### config.mk
export PLATFORM = sky130hd
export DESIGN_NAME = instr_fetch_ctrl
export DESIGN_NICKNAME = d
export VERILOG_FILES = /design/src/rtl/fetch_pkg.sv /design/src/rtl/sync_ff.sv /design/src/rtl/instr_fetch_ctrl.sv
export SDC_FILE = /design/constraint.sdc
export NUM_CORES = 1
export LEC_CHECK = 0
export CAP_MARGIN = 20
export CORE_MARGIN = 1.5
export CORE_UTILIZATION = 45
export CTS_CLUSTER_DIAMETER = 200
export CTS_CLUSTER_SIZE = 8
export DETAILED_ROUTE_END_ITERATION = 7
export GPL_TIMING_DRIVEN = 0
export PLACE_DENSITY = 0.76
export SLEW_MARGIN = 20
export SYNTH_ARGS = -nofsm -noshare
export SYNTH_HDL_FRONTEND = slang
export SYNTH_SLANG_ARGS = --single-unit
export TNS_END_PERCENT = 1
### constraint.sdc
create_clock -name clk -period 2.05 [get_ports clk]
set_clock_uncertainty 0.05 [all_clocks]
set_input_delay 0.205 -clock clk [delete_from_list [all_inputs] [get_ports clk]]
set_output_delay 0.205 -clock clk [all_outputs]
set_load 0.05 [all_outputs]
### src/rtl/fetch_pkg.sv
// Shared types and constants for the instruction fetch stage and its
// four-phase handshake to the asynchronous instruction register.
package fetch_pkg;

  typedef enum logic [2:0] {
    StIdle   = 3'd0,
    StRead   = 3'd1,
    StLoad   = 3'd2,
    StDrive  = 3'd3,
    StSpacer = 3'd4
  } fetch_state_e;

  localparam int unsigned INSTR_W   = 16;
  localparam int unsigned TAG_W     = 2;
  localparam int unsigned PAYLOAD_W = 14;

  localparam logic [TAG_W-1:0]   SPACER_TAG   = 2'b00;
  localparam logic [TAG_W-1:0]   PH_A_DEFAULT = 2'b01;
  localparam logic [TAG_W-1:0]   PH_B_DEFAULT = 2'b10;
  localparam logic [INSTR_W-1:0] SPACER_WORD  = {SPACER_TAG, {PAYLOAD_W{1'b0}}};

  // Alternates between the two data phases; anything unexpected snaps back to ph_a.
  function automatic logic [TAG_W-1:0] next_phase(input logic [TAG_W-1:0] cur,
                                                  input logic [TAG_W-1:0] ph_a,
                                                  input logic [TAG_W-1:0] ph_b);
    return (cur == ph_a) ? ph_b : ph_a;
  endfunction

endpackage

### src/rtl/sync_ff.sv
// Multi-flop synchroniser for a single asynchronous level, reset to 0.
module sync_ff #(
  parameter int unsigned STAGES = 2
) (
  input  logic clk,
  input  logic rst,
  input  logic d,
  output logic q
);

  logic [STAGES-1:0] chain_q;

  always_ff @(posedge clk or posedge rst) begin
    if (rst) begin
      chain_q <= '0;
    end else begin
      chain_q <= {chain_q[STAGES-2:0], d};
    end
  end

  assign q = chain_q[STAGES-1];

endmodule

### src/rtl/instr_fetch_ctrl.sv
// Fetch stage: reads payloads at pc, tags them with an alternating phase and
// hands them to the asynchronous instruction register with a return-to-zero handshake.
module instr_fetch_ctrl
  import fetch_pkg::*;
#(
  parameter int unsigned          ADDR_W      = 8,
  parameter logic [ADDR_W-1:0]    PC_RESET    = '0,
  parameter logic [TAG_W-1:0]     PH_A        = PH_A_DEFAULT,
  parameter logic [TAG_W-1:0]     PH_B        = PH_B_DEFAULT,
  parameter int unsigned          SYNC_STAGES = 2
) (
  input  logic                 clk,
  input  logic                 rst,
  input  logic                 en,
  input  logic                 pc_load,
  input  logic [ADDR_W-1:0]    pc_target,
  output logic [ADDR_W-1:0]    mem_addr,
  output logic                 mem_rd,
  input  logic [PAYLOAD_W-1:0] mem_rdata,
  output logic [INSTR_W-1:0]   data,
  input  logic                 ack_next,
  output logic [ADDR_W-1:0]    pc,
  output logic                 busy,
  output logic                 proto_err
);

  fetch_state_e         state_q, state_d;
  logic [ADDR_W-1:0]    pc_q, pc_d;
  logic [ADDR_W-1:0]    target_q, target_d;
  logic                 pending_q, pending_d;
  logic [INSTR_W-1:0]   data_q, data_d;
  logic [TAG_W-1:0]     phase_q, phase_d;
  logic                 proto_err_q, proto_err_d;
  logic                 ack_s;
  logic                 word_done;
  logic                 redirect_now;

  sync_ff #(
    .STAGES (SYNC_STAGES)
  ) u_ack_sync (
    .clk (clk),
    .rst (rst),
    .d   (ack_next),
    .q   (ack_s)
  );

  // Handshake sequencing and the data bus
  always_comb begin
    state_d   = state_q;
    data_d    = data_q;
    phase_d   = phase_q;
    word_done = 1'b0;

    unique case (state_q)
      StIdle: begin
        if (en) begin
          state_d = StRead;
        end
      end
      StRead: begin
        state_d = StLoad;
      end
      StLoad: begin
        data_d  = {phase_q, mem_rdata};
        state_d = StDrive;
      end
      StDrive: begin
        if (ack_s) begin
          data_d    = SPACER_WORD;
          phase_d   = next_phase(phase_q, PH_A, PH_B);
          word_done = 1'b1;
          state_d   = StSpacer;
        end
      end
      StSpacer: begin
        if (!ack_s) begin
          state_d = en ? StRead : StIdle;
        end
      end
      default: begin
        data_d  = SPACER_WORD;
        state_d = StIdle;
      end
    endcase
  end

  // Redirects outside a word apply at once; inside a word they wait for its release.
  assign redirect_now = (state_q == StIdle) || (state_q == StSpacer);

  always_comb begin
    pc_d      = pc_q;
    target_d  = target_q;
    pending_d = pending_q;

    if (word_done) begin
      if (pc_load) begin
        pc_d = pc_target;
      end else if (pending_q) begin
        pc_d = target_q;
      end else begin
        pc_d = pc_q + ADDR_W'(1);
      end
      pending_d = 1'b0;
    end else if (pc_load) begin
      if (redirect_now) begin
        pc_d = pc_target;
      end else begin
        pending_d = 1'b1;
        target_d  = pc_target;
      end
    end
  end

  // An ack still high outside DRIVE/SPACER means the downstream never returned to zero.
  always_comb begin
    proto_err_d = proto_err_q;
    if (ack_s && ((state_q == StIdle) || (state_q == StRead) || (state_q == StLoad))) begin
      proto_err_d = 1'b1;
    end
  end

  always_ff @(posedge clk or posedge rst) begin
    if (rst) begin
      state_q     <= StIdle;
      pc_q        <= PC_RESET;
      target_q    <= '0;
      pending_q   <= 1'b0;
      data_q      <= SPACER_WORD;
      phase_q     <= PH_A;
      proto_err_q <= 1'b0;
    end else begin
      state_q     <= state_d;
      pc_q        <= pc_d;
      target_q    <= target_d;
      pending_q   <= pending_d;
      data_q      <= data_d;
      phase_q     <= phase_d;
      proto_err_q <= proto_err_d;
    end
  end

  assign mem_addr  = pc_q;
  assign pc        = pc_q;
  assign mem_rd    = (state_q == StRead);
  assign busy      = (state_q != StIdle);
  assign data      = data_q;
  assign proto_err = proto_err_q;

endmodule

==> job_summary.md, run 1 <==
## Implementation flow summary

| Metric | Value |
|---|---|
| R2R Path End | `mem_addr[5]` |
| Log Warnings | `26` |
| Post-synth mux share | `7.60%` |
| Chip height | `69.3 um` |
| Number of cells in Yosys stat | `roughly 170` |
| IO Pins | `62` |
| CP Cell Sequence | `buf_4, clkdlybuf4s50_1` |
| Worst-Margin Slew | `0.518 ns` |
| Avg Cell Area, Syn | `11.6 um2` |
| Initial antenna violation count | `0` |
| Sw Ratio | `47.3%` |
| Status | `finished clean` |
| Hold_ws | `0.138 ns` |
| Synth warn | `0` |
| Reg-to-reg critical path startpoint | `state_q[2]` |
| Synth Cell Area | `slightly below 0.002 mm2` |
| Power Sequential | `around 1400 uW` |
| Logic pwr share | `60.5%` |
| Wirelength, routed | `4.38 mm` |
| Power Internal | `roughly 2700 uW` |
| Detailed Place HPWL | `3.11 mm` |
| RSZ-0062 raised after global routing | `false` |
| R2R depth | `4` |
| Max power group | `combinational cells` |
| Hold Vio Cnt, Final | `0` |
| FP Util | `48.0%` |
| Most common logic cells in the final layout | `56 x clkdlybuf4s50_1, 40 x dfrtp_1, 16 x a22o_1` |
| Post-synth regs | `about 41` |
| Core region area | `slightly above 0.004 mm2` |
| Pwr per Cell Area | `1830 mW/mm2` |
| Nets | `266` |
| Finished Cell Area | `~0.0028 mm2` |
| P_sw | `2380 uW` |
| Yosys simple share | `between 10% and 20%` |
| Clk pwr | `around 560 uW` |
| Die area | `0.00480 mm2` |
| Layout area overhead | `39.3%` |
| Complex Gates by Area | `19.5%` |
| # rows | `23` |
| Fin crit share | `94.9%` |
| Cell count after synthesis | `170` |
| CP Launch Type | `flip-flop` |
| Fmax | `514 MHz` |
| Root Driver | `clkbuf_8` |
| TritonRoute pass-1 iters | `4` |
| EDFF count, synth | `0` |
| Routed WL per cell | `between 15 and 20 um` |
| Remaining global-route overflow | `0` |
| DRC | `0` |
| Crit end category | `primary output` |
| CTS tree | `built` |
| Hold WC Path Type | `in -> async` |
| Clock transition at path regs | `around 0.080 ns` |
| Worst Path Max Fanout | `7` |
| Final tally of setup violations | `0` |
| Maximum vdd drop | `roughly 0.86 mV` |
| Vias per Instance | `5.45` |
| Syn nets | `198` |
| Minimum clock period | `around 1.9 ns` |
| CP max stage delay | `0.78 ns` |
| Post-Synth XOR/XNOR Area | `0.887%` |
| Slew Viols, Final | `0` |
| Buffers plus inverters on the worst setup path | `2` |
| MaxCap Viol Count | `0` |
| Seq/Total Area, Yosys | `a little over 50%` |
| Number of global-route vias before repair | `1622` |
| Die width | `approximately 69 um` |
| Share of post-route cells with drive strength above 1 | `18.4%` |
| Synth Area in Adders | `0.633%` |
| Slew Limit Headroom | `65.3%` |
| Post-DRT Antenna Nets | `0` |
| DRT iter0 DRCs | `73` |
| H-tree levels | `2` |
| First-pass GRT wire length | `approximately 7.6 mm` |
| Clk latency late pin | `0.30 ns` |
| Largest register FFs | `16` |
| # clock sinks | `41` |
| Commonest flop | `dfrtp_1` |
| Crit-path slowest cell | `clkdlybuf4s50_1` |
| Leakage | `~0.0012 uW` |
| Crit path DRT | `1.79 ns` |
| Sequential share of power | `between 20% and 30%` |
| Placed Area | `0.00266 mm2` |
| GPL Wtd Cong | `0.798` |
| IO buf count | `approximately 60` |
| Clock Power Share | `between 10 and 15%` |
| Setup Buffers After CTS | `0` |
| Largest net degree at the start of global routing | `27` |
| Comb pwr | `3050 uW` |
| Most frequent logic cell in the layout | `clkdlybuf4s50_1` |
| Top logic family | `AND-OR/OR-AND gates` |
| Ys async rst share | `100%` |
| Top delay family on crit path | `buffers and inverters` |
-- run 1: through the flow --
stage                     instances  power, uW  worst slack [ns]  TNS (ns)  utilization (%)
final                           289       5040             0.105         0             66.9
after global routing            289       5350            0.0208         0             66.9
after CTS                       289       5080            0.0347         0             66.9
after detailed placement        281       4520             0.261         0             64.6
after global placement          280       4460           -0.0123    -0.408             64.1
after floorplan                 170       3620             0.112         0                -
-- run 1: routing by layer --
metal / vias up / GRT usage [%] / share of wire, %
met5: - / 0 / 0
met1: 768 / 26.2 / 45
met3: 4 / 5.38 / 4.8
met4: 0 / 7.19 / 1.1
li1: 753 / - / -
met2: 49 / 30.3 / 49
-- run 1: synth_stat cells, drive strengths merged (3+ instances only) --
master	number	share of area (%)
a21oi	10	3.1
a22o	16	7.1
buf	16	6.0
dfrtp	40	51
inv	6	1.1
mux2	8	6.1
mux2i	3	1.5
nand2	8	1.5
nand2b	3	0.95
nand3	4	1.0
nor2	12	2.9
nor3b	3	1.4
o21ai	4	1.0
-- run 1: timing repair --
action | CTS | global route
gates resized | 2 | 2
endpoints found under the setup margin | 2 | 2
hold buffers | 0 | 0
-- run 1: area by class of cell --
cell class              instances  area [um2]
plain buffers                  18         125
clock buffers                   6        82.6
clock inverters                 2        13.8
fillers                       347        1360
inverters                       6        22.5
multi-input cells             105         801
flip-flops and latches         41        1030
well taps                      50        62.6
repair buffers                 61         618
-- run 1: worst max path at each step --
stage | from | end | cells after the start
floorplan | state_q[1] | mem_rd | 2
global placement | rst | u_ack_sync.chain_q[1] | 2
detailed placement | state_q[1] | mem_rd | 3
CTS | mem_addr[1] | pc[1] | 2
global route | mem_addr[5] | pc[5] | 2
finish | mem_addr[3] | pc[3] | 2
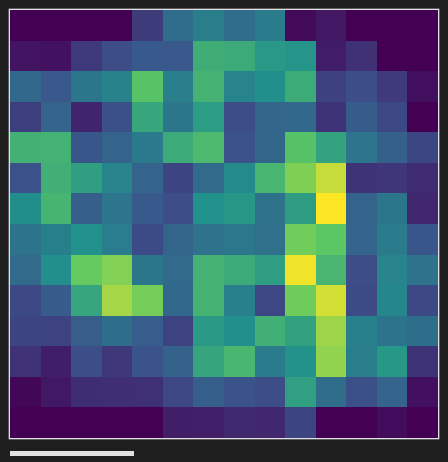
*Wire density map, run 1*
Bar = 20 um. The die is cut into 14 by 14 equal tiles; dark purple is low, yellow is high, scaled to the fullest tile. Values are wire area over tile area, all layers added.
fullest tile: 0.41
tiles over half the peak: 26%
nearly empty tiles: 9.7%
mean over tiles: 0.14
via count: 1574
GRT Util Overall: 19.6%

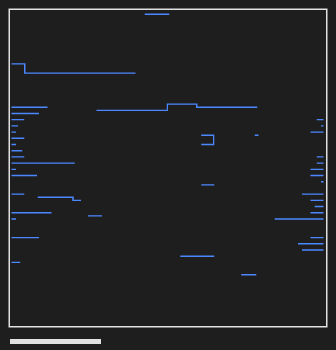
*Met3 routing, run 1*
Bar = 20 um.
wire length on this layer: 213 um
longest straight run: 24.1 um

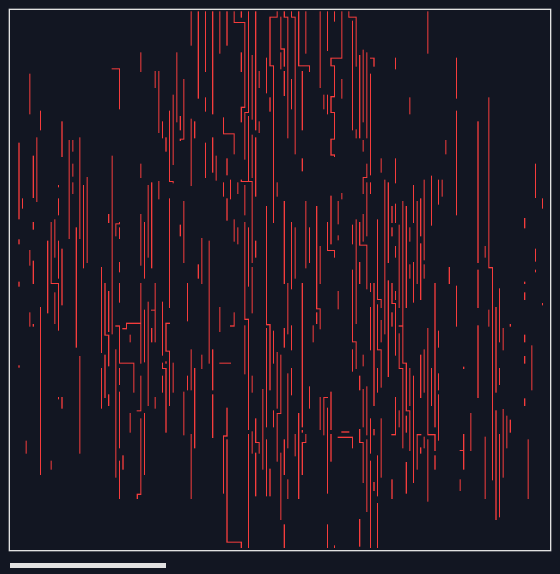
*The metal 2 layer, run 1*
Bar = 20 um.
nets with wire on the layer: 230
wire length on this layer: 2130 um

### M1 wires, run 1

Cells faint in the background.
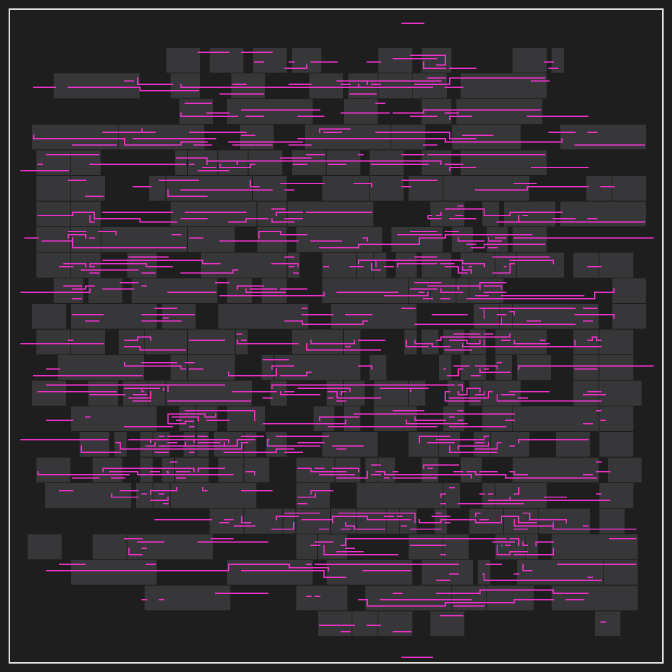

==> run 2, diff against run 1 <==
--- a/constraint.sdc
+++ b/constraint.sdc
@@ -3,3 +3,3 @@
 set_input_delay 0.205 -clock clk [delete_from_list [all_inputs] [get_ports clk]]
 set_output_delay 0.205 -clock clk [all_outputs]
-set_load 0.05 [all_outputs]
+set_load 0.02 [all_outputs]
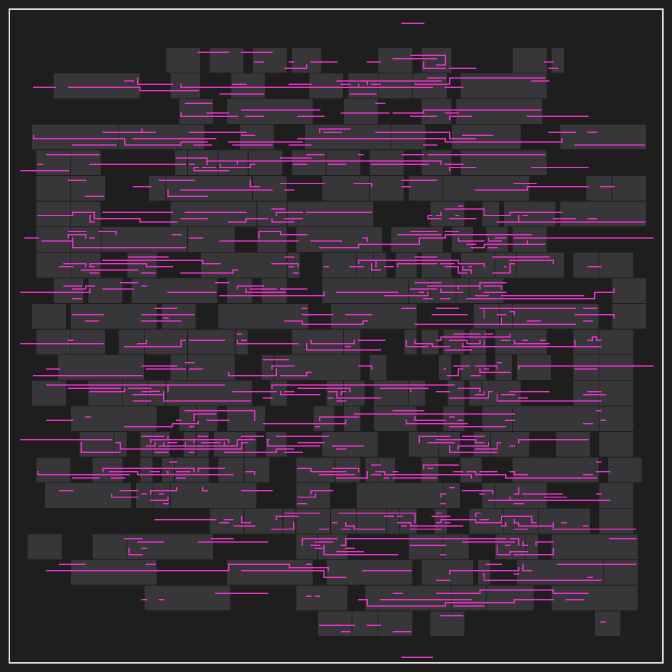
*M1 wires, run 2*
Cells faint in the background.
share of all routed wire: 45%
nets with wire on the layer: 227
wirelength, routed: 4.35 mm
met1 Usage GRT: 26.2%

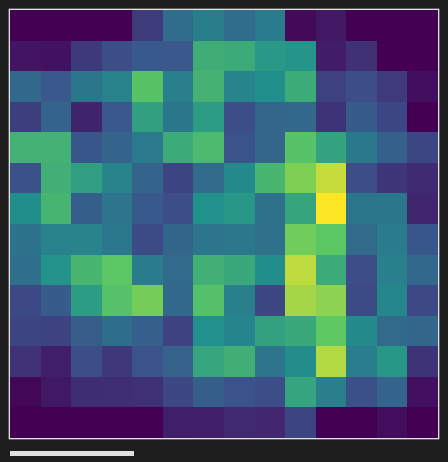
*Wire density map, run 2*
Bar = 20 um. The die is cut into 14 by 14 equal tiles; dark purple is low, yellow is high, scaled to the fullest tile. Values are wire area over tile area, all layers added.
mean over tiles: 0.14
fullest tile: 0.41
tiles over half the peak: 24%
nearly empty tiles: 9.7%
via count: 1567
Routed WL per cell: 15.0 um

==> job_summary.md, run 2 <==
## Implementation flow summary

| Metric | Value |
|---|---|
| Log Warnings | `26` |
| Yosys simple share | `11.9%` |
| Layout Utilization | `67.0%` |
| Share of post-route cells with drive strength above 1 | `between 10% and 20%` |
| Post-synth mux share | `between 7 and 8%` |
| Ys async rst share | `100%` |
| RSZ-0062 raised after global routing | `false` |
| Minimum clock period | `about 1.9 ns` |
| Largest register FFs | `16` |
| Initial antenna violation count | `0` |
| R2R depth | `4` |
| Worst-Margin Slew | `0.491 ns` |
| CP Cell Sequence | `buf_4, nor2_4, nand2_1, clkdlybuf4s50_1` |
| CTS Hold Bufs | `0` |
| Avg Cell Area, Syn | `about 12 um2` |
| Vias per Instance | `5.42` |
| Area leader share | `50.7%` |
| Crit path kind | `reg -> out` |
| Clock Path Buffers | `2` |
| Crit-path slowest cell | `clkdlybuf4s50_1` |
| Clock transition at path regs | `roughly 0.080 ns` |
| FP Util | `48.0%` |
| Syn nets | `198` |
| Buffers plus inverters on the worst setup path | `2` |
| EDFF count, synth | `0` |
| Setup Buffers After CTS | `0` |
| R2R Setup Slk | `0.29 ns` |
| Fmax | `roughly 510 MHz` |
| Post-DRT Antenna Nets | `0` |
| Status | `finished clean` |
| PostCTS Resize Cnt | `0` |
| Setup ws final | `approximately 0.11 ns` |
| Crit path DRT | `~1.8 ns` |
| Number of global-route vias before repair | `1622` |
| Synth Area in Adders | `0.633%` |
| Critical Path AT | `1.69 ns` |
| Top logic family | `AND-OR/OR-AND gates` |
| MaxCap Viol Count | `0` |
| Count leader, synth | `dfrtp_1` |
| DRC | `0` |
| DRT iter0 DRCs | `73` |
| Remaining global-route overflow | `0` |
| Detailed Place HPWL | `3.11 mm` |
| Slew Limit Headroom | `approximately two thirds` |
| # diodes | `0` |
| Distinct lib cells | `between 40 and 50` |
| IO Pins | `62` |
| Die area | `0.00480 mm2` |
| Worst Path Max Fanout | `10` |
| Overall Power | `4400 uW` |
| Die width | `69.3 um` |
| Chip height | `69.3 um` |
| First-pass GRT wire length | `roughly 7.6 mm` |
| H-tree levels | `2` |
| Reg-to-reg critical path startpoint | `state_q[2]` |
| Crit end category | `primary output` |
| Number of cells in Yosys stat | `170` |
| CP max stage delay | `between 0.5 and 0.6 ns` |
| CTS tree | `built` |
| Synth warn | `0` |
| Layout area overhead | `39.5%` |
| Final tally of setup violations | `0` |
| R2R Path End | `mem_addr[5]` |
| Complex Gates by Area | `19.5%` |
| Nets | `~270` |
| Most frequent logic cell in the layout | `clkdlybuf4s50_1` |
| Hold Vio Cnt, Final | `0` |
| # rows | `23` |
| Synth Cell Area | `a little under 0.002 mm2` |
| Core region area | `0.00412 mm2` |
| Fin Setup TNS | `0 ns` |
| Most common logic cells in the final layout | `60 x clkdlybuf4s50_1, 40 x dfrtp_1, 16 x a22o_1` |
| Slew Viols, Final | `0` |
| Synth area leader | `dfrtp_1` |
| Hold WC Path Type | `in -> async` |
| Top delay family on crit path | `buffers and inverters` |
| Largest net degree at the start of global routing | `27` |
| Post-placement setup slack | `0.305 ns` |
| Yosys Chip Area | `0.00198 mm2` |
| Commonest flop | `dfrtp_1` |
| Hold_ws | `0.138 ns` |
| Pwr per Cell Area | `about 1600 mW/mm2` |
| Filler Cell Count | `roughly 350` |
| Post-synth regs | `41` |
| Cell count after synthesis | `170` |
| Post-Synth XOR/XNOR Area | `0.887%` |
| Leakage | `0.00122 uW` |
| Root Driver | `clkbuf_8` |
| IO buf count | `60` |
| Maximum vdd drop | `about 0.8 mV` |
| TritonRoute pass-1 iters | `4` |
| GPL Wtd Cong | `roughly 0.80` |
| Seq/Total Area, Yosys | `52.0%` |
| Fin crit share | `94.8%` |
| CP Launch Type | `flip-flop` |
| GRT Util Overall | `about a fifth` |
| Top cells by area | `dfrtp_1 51%, a22o_1 7.1%, mux2_4 6.1%` |
| Top post-synthesis cells by count | `40 x dfrtp_1, 16 x a22o_1, 10 x buf_4` |
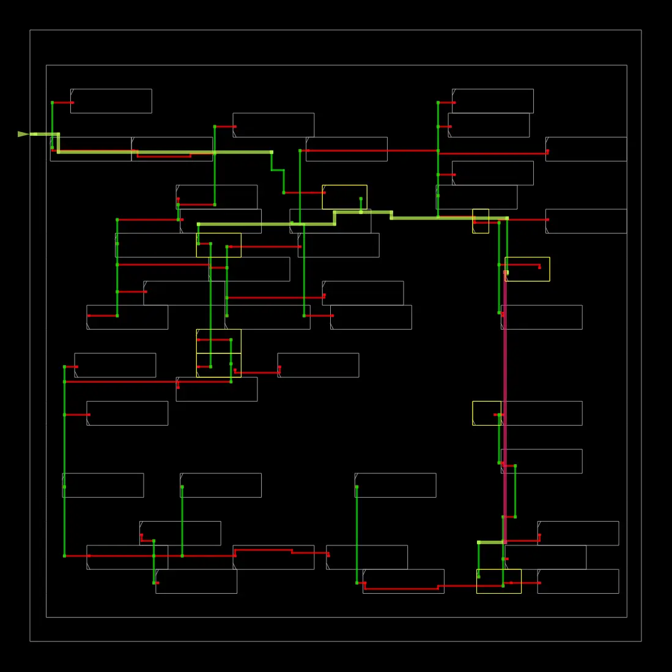
*Clock nets, run 2*
# clk buffers: 6
CTS buffer count: 5
# clock sinks: 41
clk pwr: 564 uW
clk latency late pin: 0.30 ns

[run 2: per-stage QoR]
stage | instances | instance area [um2]
floorplan | 170 | 1980
global placement | 280 | 2640
detailed placement | 281 | 2660
CTS | 289 | 2760
global route | 289 | 2760
finish | 289 | 2760
[run 2: worst register-to-register path, stage by stage, from the launching register on]
cell	delay, ns
dfrtp_1	0.45
nand4b_1	0.33
nor2_2	0.41
nor2_2	0.09
a221o_1	0.31
[run 2: final cells by class]
class | count | area (um2) | area share [%]
repair buffers | 61 | 621 | 22.5
clock buffers | 6 | 82.6 | 3.00
flip-flops and latches | 41 | 1030 | 37.3
plain buffers | 18 | 125 | 4.54
clock inverters | 2 | 13.8 | 0.500
multi-input cells | 105 | 801 | 29.1
inverters | 6 | 22.5 | 0.817
well taps | 50 | 62.6 | 2.27
[run 2: how the worst max path moves through the flow]
stage | from | to | slack [ns] | depth (start not counted)
6_report | state_q[0] | busy | 0.11 | 4
5_1_grt | state_q[0] | busy | 0.03 | 4
4_1_cts | state_q[0] | busy | 0.09 | 4
3_5_place_dp | state_q[2] | mem_addr[5] | 0.31 | 4
3_3_place_gp | rst | u_ack_sync.chain_q[1] | -0.01 | 2
2_1_floorplan | mem_addr[2] | mem_addr[5] | 0.42 | 5
[run 2: cell families after synthesis]
family                     after synthesis
AOI/OAI and AO/OA                       49
and+or+nand+nor                         42
DFF                                     41
buffers and inverters                   24
muxes                                   11
xor gates and xnor gates                 2
adders and majority gates                1
[run 2: layer usage]
metal  track usage, %  wire length, um  part of all wire, %
met3             5.38              209                  4.8
met1             26.2             1950                   45
met5                0                0                    0
met2             30.3             2140                   49
met4             7.19               46                  1.1
[run 2: report_power, final]
group	total [uW]	internal, uW	leakage, uW	switching, uW
Sequential	1430	1150	0.000496	278
Combinational	2410	1260	0.000669	1150
Clock	564	273	0.0000512	291
### Met3 routing, run 2

Bar = 20 um.
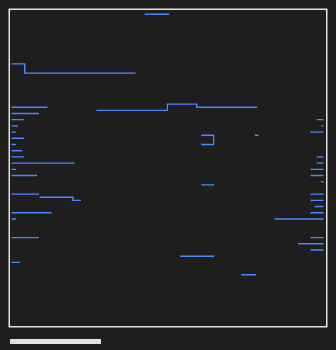

==> run 3, diff against run 2 <==
Settings changed: CAP_MARGIN 20 to default, PLACE_DENSITY 0.76 to default, PLACE_DENSITY_LB_ADDON from default to 0.2.
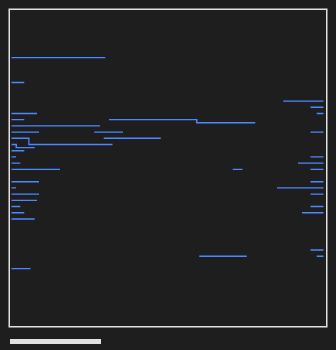
*Met3 routing, run 3*
Bar = 20 um.
longest straight run: 20.2 um
main direction: horizontal
nets with wire on the layer: 38
wire length on this layer: 243 um
met3 GRT Util: 4.94%
via count: 1559
wirelength, routed: 4.22 mm

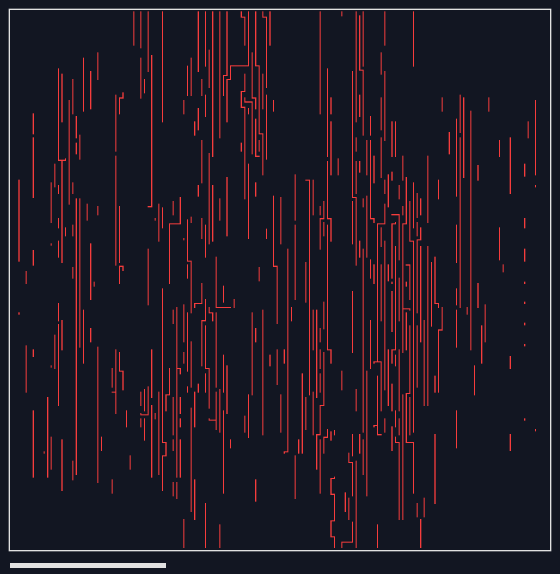
*The metal 2 layer, run 3*
Bar = 20 um.
share of all routed wire: 49%
wire length on this layer: 2050 um
main direction: vertical
nets with wire on the layer: 231
longest straight run: 35.4 um
met2 Use GR: 30.3%

==> job_summary.md, run 3 <==
## Implementation flow summary

| Metric | Value |
|---|---|
| Status | `finished clean` |
| Root Driver | `clkbuf_8` |
| Vias per Instance | `5.39` |
| Remaining global-route overflow | `0` |
| Crit end category | `primary output` |
| Avg Cell Area, Syn | `between 10 and 15 um2` |
| CP Launch Type | `flip-flop` |
| Most Crowded Layer GR | `met2` |
| Layout area overhead | `39.2%` |
| H-tree levels | `2` |
| Clock Path Buffers | `2` |
| FP Util | `48.0%` |
| RSZ-0062 raised after global routing | `false` |
| Met1 Usage GRT | `25.4%` |
| CTS tree | `built` |
| Seq/Total Area, Yosys | `between 50% and 60%` |
| # diodes | `0` |
| Most common logic cells in the final layout | `60 x clkdlybuf4s50_1, 40 x dfrtp_1, 16 x a22o_1` |
| Core region area | `slightly above 0.004 mm2` |
| DR WL met3 | `242 um` |
| Met2 WL | `2.05 mm` |
| MaxCap Viol Count | `0` |
| Slew Viols, Final | `0` |
| Hold Vio Cnt, Final | `0` |
| Minimum clock period | `1.93 ns` |
| DRT iter0 DRCs | `57` |
| Fin crit share | `94.2%` |
| Worst-Margin Slew | `0.529 ns` |
| Count leader, synth | `dfrtp_1` |
| GRT Util Overall | `18.8%` |
| Critical Path AT | `1.68 ns` |
| Fmax | `518 MHz` |
| Layout Utilization | `66.8%` |
| # clock sinks | `41` |
| CTS Hold Bufs | `0` |
| Nets | `266` |
| Yosys Chip Area | `slightly below 0.002 mm2` |
| GPL Wtd Cong | `approximately 0.76` |
| R2R Setup Slk | `between 0.3 and 0.4 ns` |
| Syn nets | `198` |
| Most frequent logic cell in the layout | `clkdlybuf4s50_1` |
| Top cells by area | `dfrtp_1 51%, a22o_1 7.1%, mux2_4 6.1%` |
| TritonRoute pass-1 iters | `4` |
| IO Pins | `62` |
| Clock transition at path regs | `0.09 ns` |
| Number of global-route vias before repair | `1510` |
| # rows | `23` |
| Pwr per Cell Area | `1590 mW/mm2` |
| Cell count after synthesis | `170` |
| Fin Setup TNS | `0 ns` |
| Setup ws final | `about 0.12 ns` |
| Final tally of setup violations | `0` |
| Leakage | `~0.0012 uW` |
| Die area | `0.00480 mm2` |
| Commonest flop | `dfrtp_1` |
| Share of post-route cells with drive strength above 1 | `18.0%` |
| PostCTS Resize Cnt | `0` |
| Detailed Place HPWL | `about 3 mm` |
| Setup Buffers After CTS | `0` |
| Crit path kind | `reg -> out` |
| Chip height | `69.3 um` |
| Post-Place Cells | `281` |
| Die width | `69.3 um` |
| Top Metal Used | `met4` |
| Wl on met1 | `1.90 mm` |
| Hold WC Path Type | `in -> async` |
| Synth Cell Area | `slightly below 0.002 mm2` |
| CTS buffer count | `5` |
| Log Warnings | `26` |
| Slew Limit Headroom | `64.7%` |
| Distinct lib cells | `between 40 and 50` |
| Synth area leader | `dfrtp_1` |
| Ys async rst share | `100%` |
| Number of cells in Yosys stat | `170` |
| Worst Path Max Fanout | `10` |
| Initial antenna violation count | `0` |
| EDFF count, synth | `0` |
| Synth warn | `0` |
| Post-DRT Antenna Nets | `0` |
| Top post-synthesis cells by count | `40 x dfrtp_1, 16 x a22o_1, 10 x buf_4` |
| First-pass GRT wire length | `7.29 mm` |
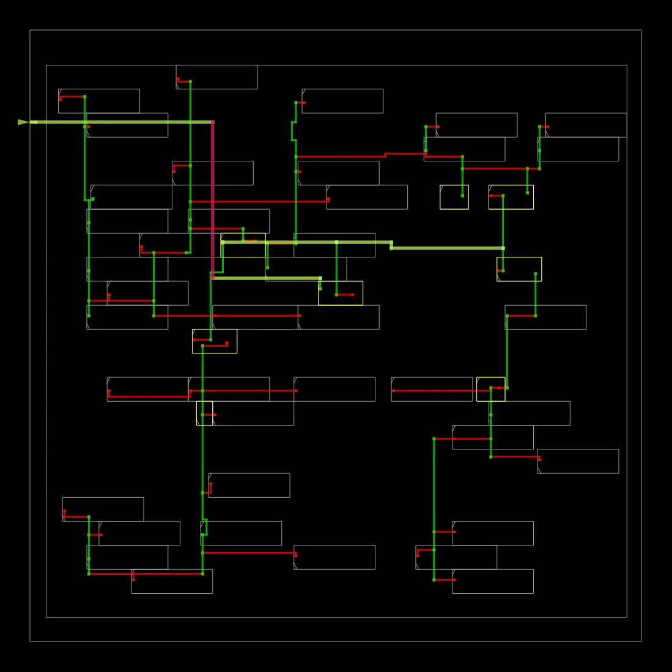
*Clock nets, run 3*
flop count: 41
clk pwr: 528 uW
# clk buffers: 5

[run 3: cells by family (layout without fill, tap and decap cells)]
group                      count (synthesis)  count (layout)  synth area share [%]
AOI/OAI and AO/OA                         49              49                  19.5
xor gates and xnor gates                   2               2                 0.887
adders and majority gates                  1               1                 0.633
buffers and inverters                     24              93                  7.47
DFF                                       41              41                  52.0
muxes                                     11              11                  7.60
and+or+nand+nor                           42              42                  11.9
[run 3: power breakdown]
group          switching (uW)  internal [uW]
logic                    1160           1260
clock network             287            241
registers                 264           1150
[run 3: cell type report]
| class | count | area, um2 |
|---|---|---|
| fill | 335 | 1370 |
| sequential | 41 | 1030 |
| multi-input combinational | 105 | 801 |
| buffer | 18 | 125 |
| clock buffer | 5 | 68.8 |
| timing repair buffer | 61 | 621 |
| inverter | 6 | 22.5 |
| tap | 50 | 62.6 |
| clock inverter | 3 | 22.5 |
[run 3: final timing paths]
path | startpoint | end | cells past startpoint
worst max-delay path | state_q[1] | mem_rd | 3
worst min-delay path | rst | data[11] | 2
worst max register to register | state_q[2] | mem_addr[5] | 4
worst min register to register | u_ack_sync.chain_q[0] | u_ack_sync.chain_q[1] | 0
max in group asynchronous | rst | phase_q[0] | 3
min in group clk | ack_next | u_ack_sync.chain_q[0] | 1
[run 3: per-stage QoR]
| stage | hold WS (ns) | power (uW) | area (um2) |
|---|---|---|---|
| final | 0.135 | 4360 | 2750 |
| after global routing | 0.171 | 4670 | 2750 |
| after detailed placement | 0.296 | 3850 | 2660 |
| after global placement | 0.284 | 3810 | 2640 |
| after floorplan | 0.186 | 2970 | 1980 |
| after CTS | 0.146 | 4390 | 2750 |
[run 3: critical path, cell delays in order (launching register included)]
cell,delay [ns]
dfrtp_1,0.38
buf_4,0.17
nor3b_1,0.21
clkdlybuf4s50_1,0.63
No activity file was given, so power comes from the tool's default toggle rates.
